**config.mk**
```make
export PLATFORM = sky130hd
export DESIGN_NAME = mult_seq_flat
export DESIGN_NICKNAME = d
export VERILOG_FILES = /design/src/rtl/mult_seq_if.sv /design/src/rtl/mult_seq.sv /design/src/flat_wrapper.sv
export SDC_FILE = /design/constraint.sdc
export NUM_CORES = 1
export LEC_CHECK = 0
export ABC_AREA = 1
export CORE_ASPECT_RATIO = 0.6
export CORE_UTILIZATION = 58
export CTS_CLUSTER_SIZE = 30
export DETAILED_ROUTE_END_ITERATION = 12
export PLACE_DENSITY = 0.9
export SYNTH_ARGS = -nofsm -noshare
export SYNTH_HDL_FRONTEND = slang
export SYNTH_SLANG_ARGS = --single-unit
```
**constraint.sdc**
```tcl
create_clock -name clk -period 4.2 [get_ports clk]
set_input_delay 1.05 -clock clk [delete_from_list [all_inputs] [get_ports clk]]
set_output_delay 1.05 -clock clk [all_outputs]
set_load 0.005 [all_outputs]
```
**src/rtl/mult_seq_if.sv**
```systemverilog
// mult_seq_if: operand and handshake bundle between a requester and mult_seq.
// The requester drives start/sign_mode/x/y; the multiplier returns busy/done/out.
interface mult_seq_if #(
    parameter int WIDTH = 4
);
    logic                 start;
    logic                 sign_mode;
    logic [WIDTH-1:0]     x;
    logic [WIDTH-1:0]     y;
    logic                 busy;
    logic                 done;
    logic [2*WIDTH-1:0]   out;

    modport master (
        output start,
        output sign_mode,
        output x,
        output y,
        input  busy,
        input  done,
        input  out
    );

    modport slave (
        input  start,
        input  sign_mode,
        input  x,
        input  y,
        output busy,
        output done,
        output out
    );
endinterface

```
**src/rtl/mult_seq.sv**
```systemverilog
// mult_seq: sequential shift-add multiplier reusing one WIDTH+1 bit adder over WIDTH cycles.
// Signed operands are multiplied as magnitudes; the sign is restored when the result is stored.
module mult_seq #(
    parameter int WIDTH = 4
) (
    input  logic      clk,
    input  logic      rst,
    mult_seq_if.slave bus
);
    localparam int PW    = 2 * WIDTH;
    localparam int CNT_W = $clog2(WIDTH + 1);
    localparam logic [CNT_W-1:0] LAST_ITER = CNT_W'(WIDTH - 1);

    typedef enum logic [1:0] {
        IDLE   = 2'd0,
        RUN    = 2'd1,
        FINISH = 2'd2
    } state_t;

    state_t           state_r;
    state_t           state_s;
    logic [PW-1:0]    acc_r;
    logic [PW-1:0]    acc_s;
    logic [WIDTH-1:0] mcand_r;
    logic [WIDTH-1:0] mcand_s;
    logic [WIDTH-1:0] mlr_r;
    logic [WIDTH-1:0] mlr_s;
    logic [CNT_W-1:0] cnt_r;
    logic [CNT_W-1:0] cnt_s;
    logic             neg_r;
    logic             neg_s;
    logic [PW-1:0]    out_r;
    logic [PW-1:0]    out_s;
    logic             done_r;
    logic             done_s;
    logic             busy_r;
    logic             busy_s;
    logic [WIDTH:0]   sum_s;
    logic             accept_s;
    logic [WIDTH-1:0] cap_mcand_s;
    logic [WIDTH-1:0] cap_mlr_s;
    logic             cap_neg_s;

    // Unsigned magnitude of an operand; -2^(WIDTH-1) maps onto 2^(WIDTH-1), which still fits.
    function automatic logic [WIDTH-1:0] magnitude(input logic [WIDTH-1:0] v, input logic sgn);
        logic [WIDTH-1:0] m;
        if (sgn && v[WIDTH-1]) begin
            m = ~v + {{(WIDTH-1){1'b0}}, 1'b1};
        end else begin
            m = v;
        end
        return m;
    endfunction

    function automatic logic [PW-1:0] negate(input logic [PW-1:0] v);
        return ~v + {{(PW-1){1'b0}}, 1'b1};
    endfunction

    // Operand capture values and the single shared adder on the upper accumulator half.
    always_comb begin
        accept_s    = bus.start && ((state_r == IDLE) || (state_r == FINISH));
        cap_mcand_s = magnitude(bus.x, bus.sign_mode);
        cap_mlr_s   = magnitude(bus.y, bus.sign_mode);
        cap_neg_s   = bus.sign_mode & (bus.x[WIDTH-1] ^ bus.y[WIDTH-1]);
        if (mlr_r[0]) begin
            sum_s = {1'b0, acc_r[PW-1:WIDTH]} + {1'b0, mcand_r};
        end else begin
            sum_s = {1'b0, acc_r[PW-1:WIDTH]};
        end
    end

    // Next-state and datapath update; FINISH may immediately accept the next operation.
    always_comb begin
        state_s = state_r;
        acc_s   = acc_r;
        mcand_s = mcand_r;
        mlr_s   = mlr_r;
        cnt_s   = cnt_r;
        neg_s   = neg_r;
        out_s   = out_r;
        done_s  = 1'b0;
        case (state_r)
            IDLE: begin
                if (accept_s) begin
                    state_s = RUN;
                    mcand_s = cap_mcand_s;
                    mlr_s   = cap_mlr_s;
                    neg_s   = cap_neg_s;
                    acc_s   = {PW{1'b0}};
                    cnt_s   = {CNT_W{1'b0}};
                end else begin
                    state_s = IDLE;
                end
            end
            RUN: begin
                acc_s = {sum_s, acc_r[WIDTH-1:1]};
                mlr_s = {1'b0, mlr_r[WIDTH-1:1]};
                cnt_s = cnt_r + {{(CNT_W-1){1'b0}}, 1'b1};
                if (cnt_r == LAST_ITER) begin
                    state_s = FINISH;
                end else begin
                    state_s = RUN;
                end
            end
            FINISH: begin
                done_s = 1'b1;
                if (neg_r) begin
                    out_s = negate(acc_r);
                end else begin
                    out_s = acc_r;
                end
                if (accept_s) begin
                    state_s = RUN;
                    mcand_s = cap_mcand_s;
                    mlr_s   = cap_mlr_s;
                    neg_s   = cap_neg_s;
                    acc_s   = {PW{1'b0}};
                    cnt_s   = {CNT_W{1'b0}};
                end else begin
                    state_s = IDLE;
                end
            end
            default: begin
                state_s = IDLE;
            end
        endcase
        busy_s = (state_s != IDLE);
    end

    // State and output registers with synchronous reset taking priority over start.
    always_ff @(posedge clk) begin
        if (rst) begin
            state_r <= IDLE;
            acc_r   <= {PW{1'b0}};
            mcand_r <= {WIDTH{1'b0}};
            mlr_r   <= {WIDTH{1'b0}};
            cnt_r   <= {CNT_W{1'b0}};
            neg_r   <= 1'b0;
            out_r   <= {PW{1'b0}};
            done_r  <= 1'b0;
            busy_r  <= 1'b0;
        end else begin
            state_r <= state_s;
            acc_r   <= acc_s;
            mcand_r <= mcand_s;
            mlr_r   <= mlr_s;
            cnt_r   <= cnt_s;
            neg_r   <= neg_s;
            out_r   <= out_s;
            done_r  <= done_s;
            busy_r  <= busy_s;
        end
    end

    assign bus.busy = busy_r;
    assign bus.done = done_r;
    assign bus.out  = out_r;
endmodule
```
**src/flat_wrapper.sv**
```systemverilog
// flat-port wrapper written by rule: the top's interface ports become plain ports
module mult_seq_flat 
#(
    parameter int WIDTH = 4
)
  (clk, rst, bus_start, bus_sign_mode, bus_x, bus_y, bus_busy, bus_done, bus_out);
  mult_seq_if #(.WIDTH(WIDTH)) bus_i ();
  input  logic clk;
  input  logic rst;
  input wire logic [$bits(bus_i.start)-1:0] bus_start;
  input wire logic [$bits(bus_i.sign_mode)-1:0] bus_sign_mode;
  input wire logic [$bits(bus_i.x)-1:0] bus_x;
  input wire logic [$bits(bus_i.y)-1:0] bus_y;
  output wire logic [$bits(bus_i.busy)-1:0] bus_busy;
  output wire logic [$bits(bus_i.done)-1:0] bus_done;
  output wire logic [$bits(bus_i.out)-1:0] bus_out;
  assign bus_i.start = bus_start;
  assign bus_i.sign_mode = bus_sign_mode;
  assign bus_i.x = bus_x;
  assign bus_i.y = bus_y;
  assign bus_busy = bus_i.busy;
  assign bus_done = bus_i.done;
  assign bus_out = bus_i.out;
  mult_seq #(.WIDTH(WIDTH)) u_core (.clk(clk), .rst(rst), .bus(bus_i));
endmodule
```
Figure 1. Wires at chosen ports, followed through buffers (run 1).
Bar = 20 µm.
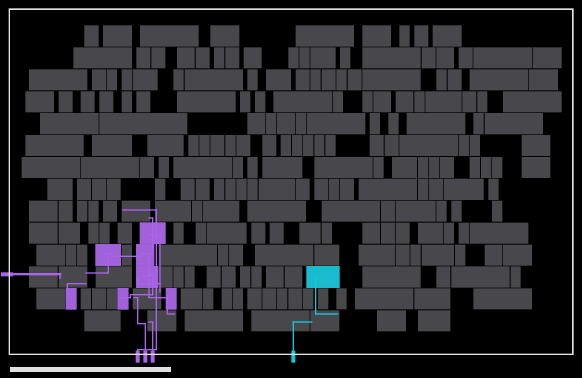
| colour | port | bits | direction | edge | end cells | buffers | wire |
|---|---|---|---|---|---|---|---|
| purple | bus_y | 4 | input | 3 bottom, 1 left | 7 | 4 | 93.3 µm |
| cyan | bus_start | 1 | input | bottom | 1 | 1 | 13.1 µm |
IO Pins: 22
count of input and output buffers: 21

Figure 2. The metal 1 layer (run 1).
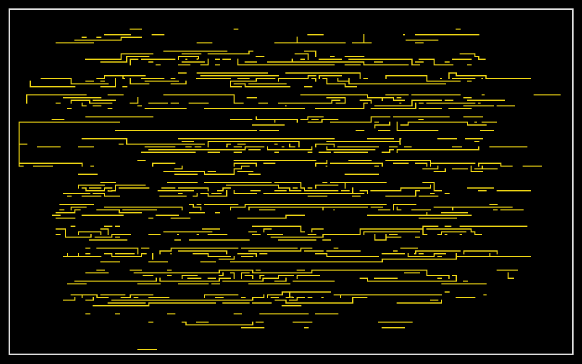
nets with wire on the layer: 236
share of all routed wire: 49%
wire length on this layer: 1700 µm
main direction: horizontal
met1 track utilization from global routing: 34.9%
count of vias placed by the detailed router: 1458

Figure 3. PDN straps and rails (run 1).
Bar = 20 µm. Pins as bars on the die edge.
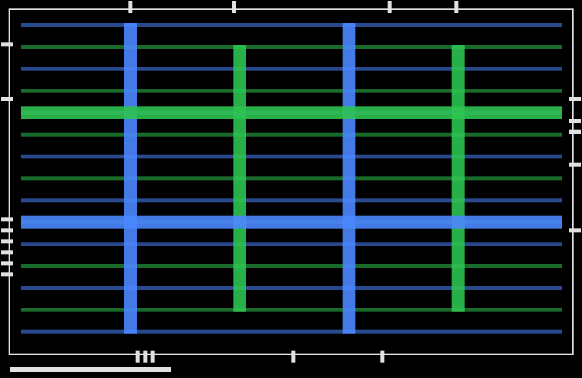
| colour | net |
|---|---|
| blue | VSS |
| green | VDD |
signal pins: 22
met1 rails: 15
rows: 14
Std-Cell Core Area: 2560 µm²
vertical die dimension: 42.7 µm
largest voltage drop on the vdd net: 417 µV

-- run 1: layer usage --
layer	track usage [%]	share of wire, %	up-vias
met4	4.00	0.38	0
met5	0	0	-
met3	8.79	6.8	2
li1	-	-	741
met2	41.7	44	38
met1	34.9	49	677
-- run 1: power by group through the flow --
stage | Sequential, mW | Clock (mW) | Combinational (mW)
CTS | 0.328 | 0.294 | 0.0826
finish | 0.328 | 0.292 | 0.0830
global route | 0.330 | 0.311 | 0.0937
floorplan | 0.330 | 0 | 0.0563
global placement | 0.334 | 0 | 0.0791
detailed placement | 0.335 | 0 | 0.0817
-- run 1: synthesized netlist by cell type --
library cell	number	area (µm²)
inv_4	1	6.26
o31ai_1	2	15.0
clkbuf_1	1	3.75
inv_2	1	3.75
o22ai_1	6	37.5
xor2_1	5	43.8
xnor2_1	1	8.76
ha_1	9	113
dfxtp_1	32	641
nand3_1	7	35.0
nor2_2	1	6.26
or2_2	1	6.26
o211ai_1	1	7.51
clkinv_4	1	8.76
nor2_1	24	90.1
fa_1	1	20.0
nand2_8	1	20.0
inv_1	31	116
nand2_4	3	33.8
o21ai_0	24	120
nand2_2	1	6.26
a22o_1	1	8.76
buf_2	2	10.0
nand4_1	2	12.5
o32ai_1	1	8.76
o21ai_1	1	5.00
a21oi_1	19	95.1
nand2_1	31	116
-- run 1: worst max path at each step --
stage,startpoint,to,slack [ns]
final,rst,u_core.acc_r[5],1.98
after global routing,rst,u_core.cnt_r[1],1.91
after CTS,rst,u_core.acc_r[5],1.99
after detailed placement,rst,u_core.cnt_r[1],1.69
after global placement,rst,u_core.cnt_r[1],1.75
after floorplan,bus_y[0],u_core.mlr_r[1],2.46
-- run 1: registers in the layout (all words and copies together) (netlist names) --
| register | cells |
|---|---|
| u_core.mlr_r | 4 |
| u_core.state_r | 2 |
| u_core.bus.busy | 1 |
| u_core.mcand_r | 4 |
| u_core.acc_r | 8 |
| u_core.bus.out | 8 |
| u_core.bus.done | 1 |
| u_core.neg_r | 1 |
| u_core.cnt_r | 3 |
-- run 1: logic make-up (layout without fill, tap and decap cells) --
group,count (synthesis),in the layout,synth area share [%]
AND-OR/OR-AND,55,55,18.6
flip-flops,32,32,40.1
XOR/XNOR,6,6,3.29
AND/OR/NAND/NOR,71,71,20.4
adder cells (fa/ha/maj),10,10,8.29
buffers and inverters,37,63,9.31
-- run 1: tightest hold or removal path, cell delays in order, from the launching register on --
cell and delay, ns:
dfxtp_1 0.31, nand2_1 0.06, nand2_1 0.04
-- run 1: area by class of cell --
cell class | instances | area (µm²) | share of cell area, %
Inverter | 34 | 135 | 6.94
Multi-Input combinational cell | 142 | 810 | 41.6
Tap cell | 32 | 40.0 | 2.06
Clock inverter | 3 | 42.5 | 2.19
Timing Repair Buffer | 21 | 210 | 10.8
Sequential cell | 32 | 641 | 32.9
Clock buffer | 5 | 68.8 | 3.53
==> run summary, run 1 <==
From the run reports.

- The power after layout is 0.703 mW.
- STA lists the maximum fanout along the critical path as 15.
- The delay contributed by the slowest stage of the critical path is 0.58 ns.
- The clock insertion delay at the later pin of the skew report reads 0.28 ns.
- The root buffer cell chosen for the clock tree is clkbuf_8.
- Setup repair after global routing left no endpoint under its margin.
- Per the OpenROAD floorplan log, the width of the die is 69.8 µm.
- The area growth from synthesis to layout reads 21.8%.
- STA classifies the critical path endpoint as a flip-flop.
- The total negative slack for setup checks is 0 ns.
- The end of the worst register-to-register path reads u_core.acc_r[5].
- The total wire length is 3.47 mm.
- The count of hold buffers inserted by post-cts repair is 0.
- CTS saw 32 sinks.
- The yosys stat chip area is 1600 µm².
- The remaining max-slew budget at the tightest pin is 58.2%.
- Across all stage logs, warnings added up to 26.
- The final core utilization is 76.1%.
- The number of global-route vias before repair reads 1348.
- Per STA, the worst path is made up of clkdlybuf4s50_1 -> inv_2 -> nand2_2 -> inv_1 -> o211ai_1 -> o21ai_0.
- Synthesis produced a netlist with a net count of 233.
- For this run, the total global-route usage over all layers was measured as 26.0%.
- The slack of the critical path is 1.98 ns.
- The worst hold-check path type reads flip-flop to flip-flop.
- The tally of unique sky130hd cells used after synthesis reads 28.
- The worst path uses 52.8% of the clock period.
- Per the breakdown, switching nets consume 25.3% of all power.
- The final timing report lists a hold violation count of 0.
- The number of synthesis warnings reads 0.
- The share of total power in the clock network reads 41.5%.
- The run finished with clean final reports.
- The setup fix buffers added after clock tree synthesis is 0.
- The count of routing violations after the opening detailed-route iteration is 103.
- The worst setup path is launched from an input pin.
- Dividing the synthesized area by the synthesized cell count gives 7.58 µm².
- TritonCTS built the clock tree.
- The cell row count is 14.
- Synthesis handed over a netlist of 211 instances.
- The number of buffers added by the clock tree synthesis step is 5.
- On the final layout, the worst hold slack is 0.454 ns.
- The net count of the finished layout is 258.
- The first-pass GRT wire length is 5.98 mm.
- The part of the Yosys area used for sequential elements is 40.1%.
- The finished cells cover 1950 µm².
- The initial antenna violation count reads 0.
- The post-placement cell area reads 1840 µm².
- The highest-delay cell along the critical path is clkdlybuf4s50_1.
- The number of detailed-routing iterations run before antenna repair is 4.
- The netlist area before placement reads 1600 µm².
- In the final layout, the share of cells above drive strength 1 is 7.59%.
- For reference, the most critical setup path is categorized as input pin to flip-flop.
- The worst hold path startpoint reads u_core.mlr_r[2].
- The total net switching power is 0.178 mW.
- The via-per-instance ratio is 5.42.
- Per the OpenROAD floorplan log, the area of the die is 2980 µm².
- The sequential cell fraction of total power is 46.7%.
- The setup check on the worst reg-to-reg path leaves a slack of 2.42 ns.
- The portion of total power attributed to combinational logic reads 11.8%.
- Power spread over the standard cell area amounts to 361 nW/µm².
- The sum of net half-perimeters after detailed placement reads 2.63 mm.
- The count of placed standard cells in the final layout, fillers left out is 269.
- The count of antenna-violating nets left after detailed routing reads 0.
- The synthesis stat section lists a flop and latch total of 32.
- Max-cap violations in this run came to 0.
- The wire length per cell after detailed routing is 12.9 µm.
- Together, buffers and inverters on the worst path number 3.
- The startpoint of the worst-slack reg-to-reg timing path is u_core.acc_r[4].
- Per the timing report, the achievable frequency comes out to 451 MHz.
- The maximum buffer depth of the clock tree is 2.
- The cell type group with the largest total delay on the critical path reads buffers and inverters.
- At the worst endpoint, the arrival time is 2.38 ns.
- Between clock sinks in the finished design, the worst skew comes to 0.00831 ns.
- Ranking logic cells in the layout by count gives the top entries dfxtp_1 (32), inv_1 (31), nand2_1 (31), nor2_1 (24), o21ai_0 (24).
- The count of unresolved DRC violations after routing is 0.
- The initial core utilization is 62.5%.
- The report lists the number of cells resized after CTS as 0.
- The final timing report counts setup violations totalling 0.
- The clock transition at the registers of the reported paths is 0.07 ns.
- The number of slew-limit violations in the final report reads 0.
- CTS built an H-tree with a depth of 2.
- The cell total after placement is 261.
- The number of cells reported by Yosys stat comes to 211.
- The pin count of the biggest net entering global routing reads 17.
--- run 2 (diff from run 1) ---
- CORE_UTILIZATION: 58 -> 48
- PLACE_DENSITY: 0.9 -> 0.8
- clock period: 4.2 -> 2 ns (I/O delays scaled with it)
==> run 2 against run 1 <==
  * Sequential share of layout area down 0.17 points
  * Worst hold slack better by 0.0016 ns
  * Largest cell class unchanged
  * Critical endpoint unchanged
  * Highest routed layer unchanged
  * Sequential cell count unchanged
==> run summary, run 2 <==
From the run reports.

- The post-placement cell area reads 1860 µm².
- The number of global-route vias before repair reads 1161.
- Hold repair after CTS inserted 0 buffers.
- The simple logic cell fraction of the synthesized area reads 20.4%.
- Post-synthesis, Yosys gives the total cell area as 1600 µm².
- The setup fix buffers added after clock tree synthesis is 0.
- The critical path endpoint category is a flip-flop.
- The clock transition at the registers of the reported paths reads 0.07 ns.
- The timing report gives the worst reg2reg path a setup slack of 0.28 ns.
- The cell at the root of the clock tree is clkbuf_8.
- The synthesized netlist cell count reads 211.
- The CTS tree reads built.
- The violation tally recorded at the end of detailed-routing iteration 0 is 60.
- STA puts the critical path data arrival time at 1.90 ns.
- The number of synthesis warnings reads 0.
- Yosys mapped the design onto 28 distinct sky130hd cell types.
- The most common logic cell in the final layout is dfxtp_1.
- At the pin with the least slew margin, the transition time is 0.554 ns.
- The top cell type by total area after synthesis reads dfxtp_1.
- The share of the clock period used by the worst path is 86.0%.
- The cell row count is 15.
- The report counts max-capacitance violations totalling 0.
- The net count of the finished layout reads 260.
- The category of the most critical setup path reads flip-flop to flip-flop.
- The total power divided by cell area reads 713 nW/µm².
- The count of unresolved DRC violations after routing is 0.
- The highest-delay cell along the critical path reads fa_1.
- The number of buffers added by the clock tree synthesis step reads 5.
- The number of slew-limit violations in the final report is 0.
- The most common cell in the synthesized netlist is dfxtp_1.
- The total wire length reads 3.34 mm.
- The longest incremental delay of any stage on the critical path is reported as 0.43 ns.
- The post-route clock skew is 0.00863 ns.
- The commonest register cell is dfxtp_1.
- The cell total after placement is 273.
- The count of port buffers added during placement is 21.
- The synthesized area per cell is 7.58 µm².
- Yosys shows that the main logic family after synthesis is simple AND/OR/NAND/NOR gates.
- The adder-cell area share of the yosys netlist reads 8.29%.
- The proportion of synthesized flip-flops having asynchronous set or reset is 0%.
- The clock insertion delay at the later pin of the skew report is 0.29 ns.
- The total negative slack for setup checks reads 0 ns.
- Once layout is done, the placed cells without fillers occupy 1960 µm².
- The startpoint type of the worst setup path is a flip-flop.
- The count of placed standard cells in the final layout, fillers left out is 281.
- The ratio of cells with drive above 1 in the final layout is 7.95%.
- Of the post-synthesis cell area, the part taken by muxes is 0%.
- The maximum buffer depth of the clock tree reads 2.
- Listed in order, past its start point the critical path passes ha_1 -> inv_1 -> fa_1 -> nor2_1 -> o21ai_0 -> o211ai_1 -> o21ai_0.
- The number of failing hold endpoints at the final stage is 0.
- The power after layout reads 1.40 mW.
- Per the Yosys statistics, synthesis produced 211 cells.
- The area fraction in compound gates reads 18.6%.
- In this run the full chip footprint comes out at 3570 µm².
- The total setup violations reported at the end of the flow is 0.
- The total leakage power reads 0.873 nW.
- The wire length per cell after detailed routing reads 11.9 µm.
- The count of antenna-violating nets left after detailed routing reads 0.
- The achievable clock frequency reads 581 MHz.
- The area growth from synthesis to layout is 22.4%.
- The synthesized netlist occupies a cell area of 1600 µm².
- The first-pass GRT wire length reads 5.49 mm.
- The most repeated library cell on the critical path reads o21ai_0.
- The number of instances on the worst hold path is 2.
- The total number of H-tree levels is 2.
- The number of resized instances in the post-cts repair step reads 0.
- Of all nets on the critical path, the largest fanout is 5.
- The tightest hold path in the finished design has a slack of 0.456 ns.
- The fraction of post-synthesis cell area in the top cell type by area is 40.1%.
- The final weighted congestion recorded by global placement is 0.854.
- After filler insertion, the fill cell instance count of the layout stands at 277.
- The worst hold-check path type reads flip-flop to flip-flop.
- The part of the Yosys area used for sequential elements reads 40.1%.
- The remaining max-slew budget at the tightest pin is 63.0%.
- Yosys attributes the largest share of cell area to dfxtp_1 (40%), o21ai_0 (7.5%), inv_1 (7.3%), nand2_1 (7.3%), ha_1 (7.0%).
- The number of antenna cells inserted is 0.
- Setup repair after global routing left no endpoint under its margin.
- 22 I/O pins were placed.
- The commonest cells after synthesis are dfxtp_1 (32), inv_1 (31), nand2_1 (31).
- The count of library flops with an enable pin is 0.
- The post-synthesis net count reads 233.
- The number of detailed-routing iterations run before antenna repair reads 4.
- In this run, synthesis produced a sequential element count of 32.
- For this block, the via count after detailed routing is 1404.
- The flow ran to the end, and the final reports show no timing, DRC or antenna violations.
- The xor and xnor area share after synthesis reads 3.29%.
- The tool warning count reads 26.
- Entering global routing, the biggest net connects 17 pins.
- According to the CTS report, the clock sink count is 32.
- The sum of net half-perimeters after detailed placement reads 2.55 mm.
- The initial antenna violation count is 0.
- The via-per-instance ratio reads 5.00.
- Leaving out fill and tap cells, the most frequent cells in the layout are dfxtp_1 (32), inv_1 (31), nand2_1 (31), nor2_1 (24), o21ai_0 (24).
==> run 2: cell counts after synthesis <==
Identical to the previous run, type by type.
==> run 2: metal layers <==
metal | track usage, % | vias up | wire [µm]
met2 | 28.5 | 36 | 1180
met1 | 30.9 | 624 | 1950
met5 | 0 | - | 0
met4 | 5.77 | 0 | 23
met3 | 7.72 | 2 | 194
li1 | - | 742 | -
==> run 2: path summary, 6_finish.rpt <==
path                         from              end
hold reg to reg   u_core.mlr_r[2]  u_core.mlr_r[2]
setup reg to reg  u_core.acc_r[4]  u_core.acc_r[5]
setup / recovery  u_core.acc_r[4]  u_core.acc_r[5]
hold / removal    u_core.mlr_r[2]  u_core.mlr_r[2]
==> run 2: critical path: cells and delay by family, from the launching register on <==
| kind | cells | cell delay [ns] |
|---|---|---|
| and+or+nand+nor | 1 | 0.15 |
| adders and majority gates | 2 | 0.64 |
| buffers and inverters | 1 | 0.06 |
| DFF | 1 | 0.42 |
| AOI/OAI and AO/OA | 3 | 0.32 |
==> run 2: through the flow <==
| step | utilization, % | setup slack [ns] |
|---|---|---|
| detailed placement | 61.7 | 0.234 |
| CTS | 64.8 | 0.285 |
| floorplan | - | 0.478 |
| global route | 64.8 | 0.154 |
| global placement | 61.7 | 0.273 |
| finish | 64.8 | 0.280 |
==> run 2: where the power goes <==
group | total, mW | internal [mW] | switching, mW
sequential | 0.689 | 0.663 | 0.0256
combinational | 0.177 | 0.0738 | 0.103
clock | 0.530 | 0.280 | 0.251
total | 1.40 | 1.02 | 0.379
==> run 2: layout make-up <==
| class | count | area, µm² | share of cell area [%] |
|---|---|---|---|
| multi-input combinational | 142 | 810 | 41.4 |
| sequential | 32 | 641 | 32.7 |
| timing repair buffer | 23 | 225 | 11.5 |
| inverter | 34 | 135 | 6.91 |
| clock buffer | 7 | 86.3 | 4.41 |
| tap | 42 | 52.6 | 2.69 |
| clock inverter | 1 | 7.51 | 0.384 |
==> run 2: logic make-up (layout without fill, tap and decap cells) <==
| kind of cell | after synthesis | count (layout) |
|---|---|---|
| adders and majority gates | 10 | 10 |
| buffers and inverters | 37 | 65 |
| AOI/OAI and AO/OA | 55 | 55 |
| and+or+nand+nor | 71 | 71 |
| DFF | 32 | 32 |
| xor gates and xnor gates | 6 | 6 |
Figure 4. PDN straps and rails (run 2).
Bar = 20 µm. Pins as bars on the die edge.
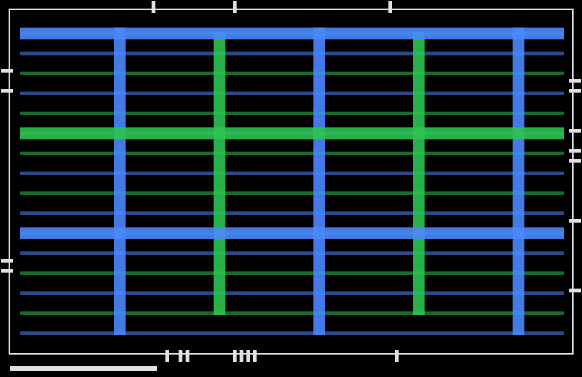
| colour | net |
|---|---|
| green | VDD |
| blue | VSS |
signal pins: 22
met1 rails: 16
rows: 15
met5 straps: 3
vertical die dimension: 46.7 µm
horizontal extent of the die: 76.5 µm
Std-Cell Core Area: 3020 µm²
largest voltage drop on the vdd net: 459 µV

Figure 5. Placement density heat map (run 2).
Bar = 20 µm. 8 x 5 tiles, from black (low) to pale yellow (high), 0 to 100% covered.
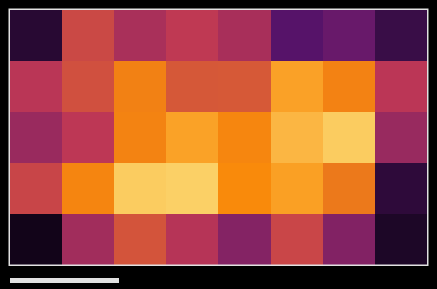
densest ninth of the die: middle
fullest tile: 90%
tiles over 75% full: 18%
floorplan utilization: 52.9%
Final Util: 64.8%

Figure 6. Congestion heat map (run 2).
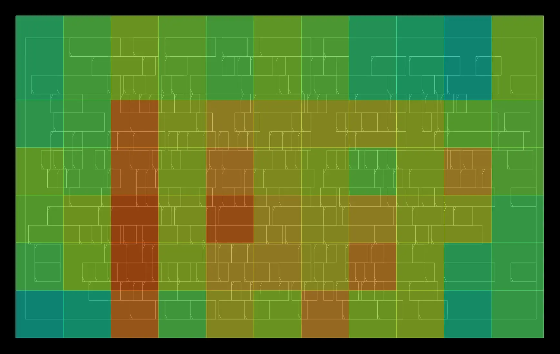
GR Util met2: 28.5%
overall fraction of global-route tracks in use: 21.1%

--- run 3 (diff from run 2) ---
==> constraint.sdc (replaced) <==
create_clock -name clk -period 2 [get_ports clk]
set_input_delay 0.4 -clock clk [delete_from_list [all_inputs] [get_ports clk]]
set_output_delay 0.4 -clock clk [all_outputs]
set_load 0.005 [all_outputs]
==> run 3 against run 2 <==
  * Area after synthesis is the same
  * Combinational power is essentially flat
  * Largest power group unchanged
  * Routed wire length grew 2.3%
  * Critical path depth is the same
  * Largest cell class unchanged
  * Synthesized cell count is the same
  * Clock power shrank 12%
==> run summary, run 3 <==
From the run reports.

- Yosys attributes the largest share of cell area to dfxtp_1 (40%), o21ai_0 (7.5%), inv_1 (7.3%), nand2_1 (7.3%), ha_1 (7.0%).
- Setup total negative slack on the finished layout was measured at 0 ns.
- The start point of the critical path is u_core.acc_r[4].
- The initial antenna violation count was 0.
- The number of antenna cells inserted reads 0.
- Per the cell usage report, the commonest logic cells after layout are dfxtp_1 (32), inv_1 (31), nand2_1 (31), nor2_1 (24), o21ai_0 (24).
- The category of the most critical setup path is flip-flop to flip-flop.
- The total vias in the final route reads 1398.
- The via-per-instance ratio reads 4.99.
- The sum of net half-perimeters after detailed placement is 2.57 mm.
- The synthesized netlist was found by Yosys to have 211 cells.
- For the pin with the worst max-slew slack, the measured transition is 0.571 ns.
- Of all flip-flops after synthesis, the portion carrying an async set or reset was 0%.
- At the worst endpoint, the required time is 2.16 ns.
- The floorplan step set the die width to 76.5 µm.
- The clock transition at the registers of the reported paths is 0.07 ns.
- The clock insertion delay at the later pin of the skew report reads 0.28 ns.
- The count of antenna-violating nets left after detailed routing is 0.
- The cell at the root of the clock tree reads clkbuf_8.
- The startpoint type of the worst setup path is a flip-flop.
- The initial core utilization reads 52.9%.
- The slack of the worst reg-to-reg path reads 0.28 ns.
- Hold-check failures listed in the final report amount to 0.
- The weighted congestion reported at the end of routability-driven placement is 0.875.
- The post-route clock skew reads 0.00436 ns.
- The chip area is 3570 µm².
- After synthesis, the mean cell area works out to 7.58 µm².
- The total setup violations reported at the end of the flow is 0.
- The ratio of cells with drive above 1 in the final layout reads 7.56%.
- The worst VDD IR drop from the latest analysis is 505 µV.
- Summed over all layers, the routed wires come to 3.42 mm.
- The worst hold path endpoint reads u_core.mlr_r[2].
- The first-pass GRT wire length is 5.72 mm.
- The number of synthesis warnings reads 0.
- The critical path endpoint category reads a flip-flop.
- The flow ran to the end, and the final reports show no timing, DRC or antenna violations.
- The share of the clock period used by the worst path is 86.1%.
- The report shows a maximum critical-path fanout of 5.
- The most common cell in the netlist is dfxtp_1.
- The count of unresolved DRC violations after routing is 0.
- The main flop type after synthesis reads dfxtp_1.
- Synthesis produced 211 cells.
- The first TritonRoute pass finished after 6 iterations.
- The placeable core area is 3020 µm².
- The achievable clock frequency reads 581 MHz.
- The netlist area before placement is 1600 µm².
- The pin count of the biggest net entering global routing is 17.
- Per the summary, power density relative to cell area is 686 nW/µm².
- In this run the deepest clock path goes through 2 buffers.
- The worst hold path startpoint reads u_core.mlr_r[2].
- The net count of the finished layout is 260.
- The number of global-route vias before repair is 1236.
- The sequential standard cell area reads 641 µm².
- Post-synthesis, Yosys gives the total cell area as 1600 µm².
- The wire length per cell after detailed routing reads 12.2 µm.
- The commonest cells after synthesis are dfxtp_1 (32), inv_1 (31), nand2_1 (31).
- The remaining max-slew budget at the tightest pin reads 61.9%.
- The leading cell type in the layout, fill and taps excluded is dfxtp_1.
- Global routing finished with a remaining overflow of 0.
- The number of instances on the worst hold path reads 2.
- The setup fix buffers added after clock tree synthesis is 0.
- The number of resized instances in the post-cts repair step reads 0.
- The tightest min-delay check is of the flip-flop to flip-flop type.
- The part of the Yosys area used for sequential elements reads 40.1%.
- The combinational cell area excluding buffers and inverters is 810 µm².
- For reference, the final report shows the max-slew violation count at 0.
- The synthesized design devotes to its leading area cell type 40.1% of total area.
- Counting I/O delays and the setup requirement, the final critical path takes 1.72 ns.
- The top cell type by total area after synthesis is dfxtp_1.
- The end of the worst register-to-register path reads u_core.acc_r[5].
- The count of port buffers added during placement is 21.
- Counting flops and latches in the post-synthesis netlist gives 32.
- The tally of unique sky130hd cells used after synthesis is 28.
- Counting flops with a built-in enable in the synthesized netlist gives 0.
- In this run, post-CTS hold repair placed 0 buffers.
- The height of the chip is 46.7 µm.
- On the critical path the data arrives at 1.88 ns.
- The startpoint of the worst-slack reg-to-reg timing path is u_core.acc_r[4].
- The count of routing violations after the opening detailed-route iteration reads 132.
- The number of clock sinks reads 32.
- The area growth from synthesis to layout reads 21.4%.
- The global routing usage summed across all routing layers is 22.1%.
- The max-cap check violation count is 0.
- The number of top-level design ports reads 22.
- The number of warnings reported in the stage logs is 26.
- The number of cells on the worst reg-to-reg path reads 7.
- The CTS tree is built.
- The total leakage power is 0.869 nW.
- The number of inserted filler cells in the final layout reads 270.
- The smallest hold slack reads 0.458 ns.
- Per the post-synthesis report, the nets total 233.
- The number of buffers added by the clock tree synthesis step is 5.
- Setup repair after global routing left no endpoint under its margin.
- The total number of H-tree levels reads 2.
[run 3: area by class of cell]
| type | instances | area share [%] |
|---|---|---|
| clock buffer | 6 | 3.74 |
| clock inverter | 1 | 0.258 |
| inverter | 34 | 6.96 |
| multi-input combinational | 142 | 41.7 |
| sequential | 32 | 33.0 |
| tap | 42 | 2.71 |
| timing repair buffer | 23 | 11.6 |
[run 3: through the flow]
| stage | util, % | setup WS [ns] | cells | area [µm²] | power (mW) |
|---|---|---|---|---|---|
| 2_1_floorplan | - | 0.478 | 211 | 1600 | 0.811 |
| 3_3_place_gp | 61.7 | 0.324 | 273 | 1860 | 0.875 |
| 3_5_place_dp | 61.7 | 0.312 | 273 | 1860 | 0.877 |
| 4_1_cts | 64.2 | 0.301 | 280 | 1940 | 1.34 |
| 5_1_grt | 64.2 | 0.115 | 280 | 1940 | 1.39 |
| 6_report | 64.2 | 0.278 | 280 | 1940 | 1.33 |
[run 3: layer usage]
metal	share of wire, %	wire length [µm]	global-route usage, %	vias up
met5	0	0	0	-
met4	0.91	31	10.4	0
met3	12	399	7.52	5
met2	35	1190	29.9	66
met1	53	1800	31.3	586
li1	-	-	-	741
[run 3: kinds of logic after synthesis]
family	after synthesis	share of synthesized area [%]
DFF	32	40.1
xor gates and xnor gates	6	3.29
adders and majority gates	10	8.29
AOI/OAI and AO/OA	55	18.6
and+or+nand+nor	71	20.4
buffers and inverters	37	9.31
[run 3: worst max-delay path, cell delays in order (launching register included)]
cell      delay [ns]
dfxtp_1         0.43
ha_1            0.22
inv_1           0.07
fa_1            0.43
nor2_1          0.15
o21ai_0         0.10
o211ai_1        0.10
o21ai_0         0.11
[run 3: worst max path at each step]
stage | end | slack (ns) | depth (start not counted)
CTS | u_core.acc_r[5] | 0.30 | 7
detailed placement | u_core.acc_r[5] | 0.31 | 7
floorplan | u_core.acc_r[5] | 0.48 | 7
global placement | u_core.acc_r[6] | 0.32 | 6
finish | u_core.acc_r[5] | 0.28 | 7
global route | u_core.acc_r[5] | 0.12 | 7
[run 3: where the power goes]
| part | switching [mW] | internal, mW |
|---|---|---|
| clock | 0.230 | 0.236 |
| sequential | 0.0252 | 0.664 |
| combinational | 0.103 | 0.0738 |
| total | 0.358 | 0.974 |
Figure 7. Wires at chosen ports, followed through buffers (run 3).
Bar = 20 µm.
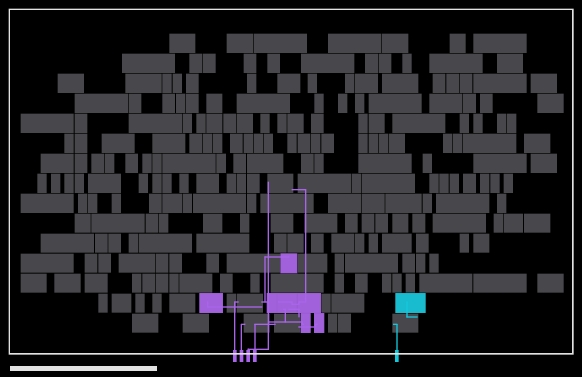
| colour | port | bits | direction | edge | end cells | buffers | wire |
|---|---|---|---|---|---|---|---|
| cyan | bus_start | 1 | input | bottom | 1 | 1 | 7.50 µm |
| purple | bus_y | 4 | input | bottom | 7 | 4 | 95.2 µm |

Figure 8. Placement by cell class (run 3).
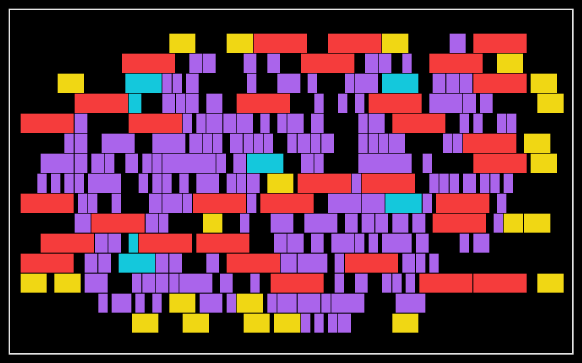
| colour | class | cells | share of their area |
|---|---|---|---|
| yellow | other buffers and delay cells | 23 | 12% |
| purple | all other logic | 176 | 50% |
| red | flops | 32 | 34% |
| cyan | clock drivers and dummy loads | 7 | 4.1% |
Rows: 15
Final Util: 64.2%
Finished Cell Area: 1940 µm²

Figure 9. Placement density heat map (run 3).
Bar = 20 µm. 8 x 5 tiles, from black (low) to pale yellow (high), 0 to 100% covered.
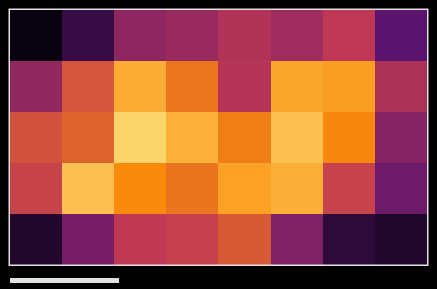
densest ninth of the die: middle
mean over tiles: 53%
tiles over 75% full: 23%

Power and IR drop assume default switching activity.
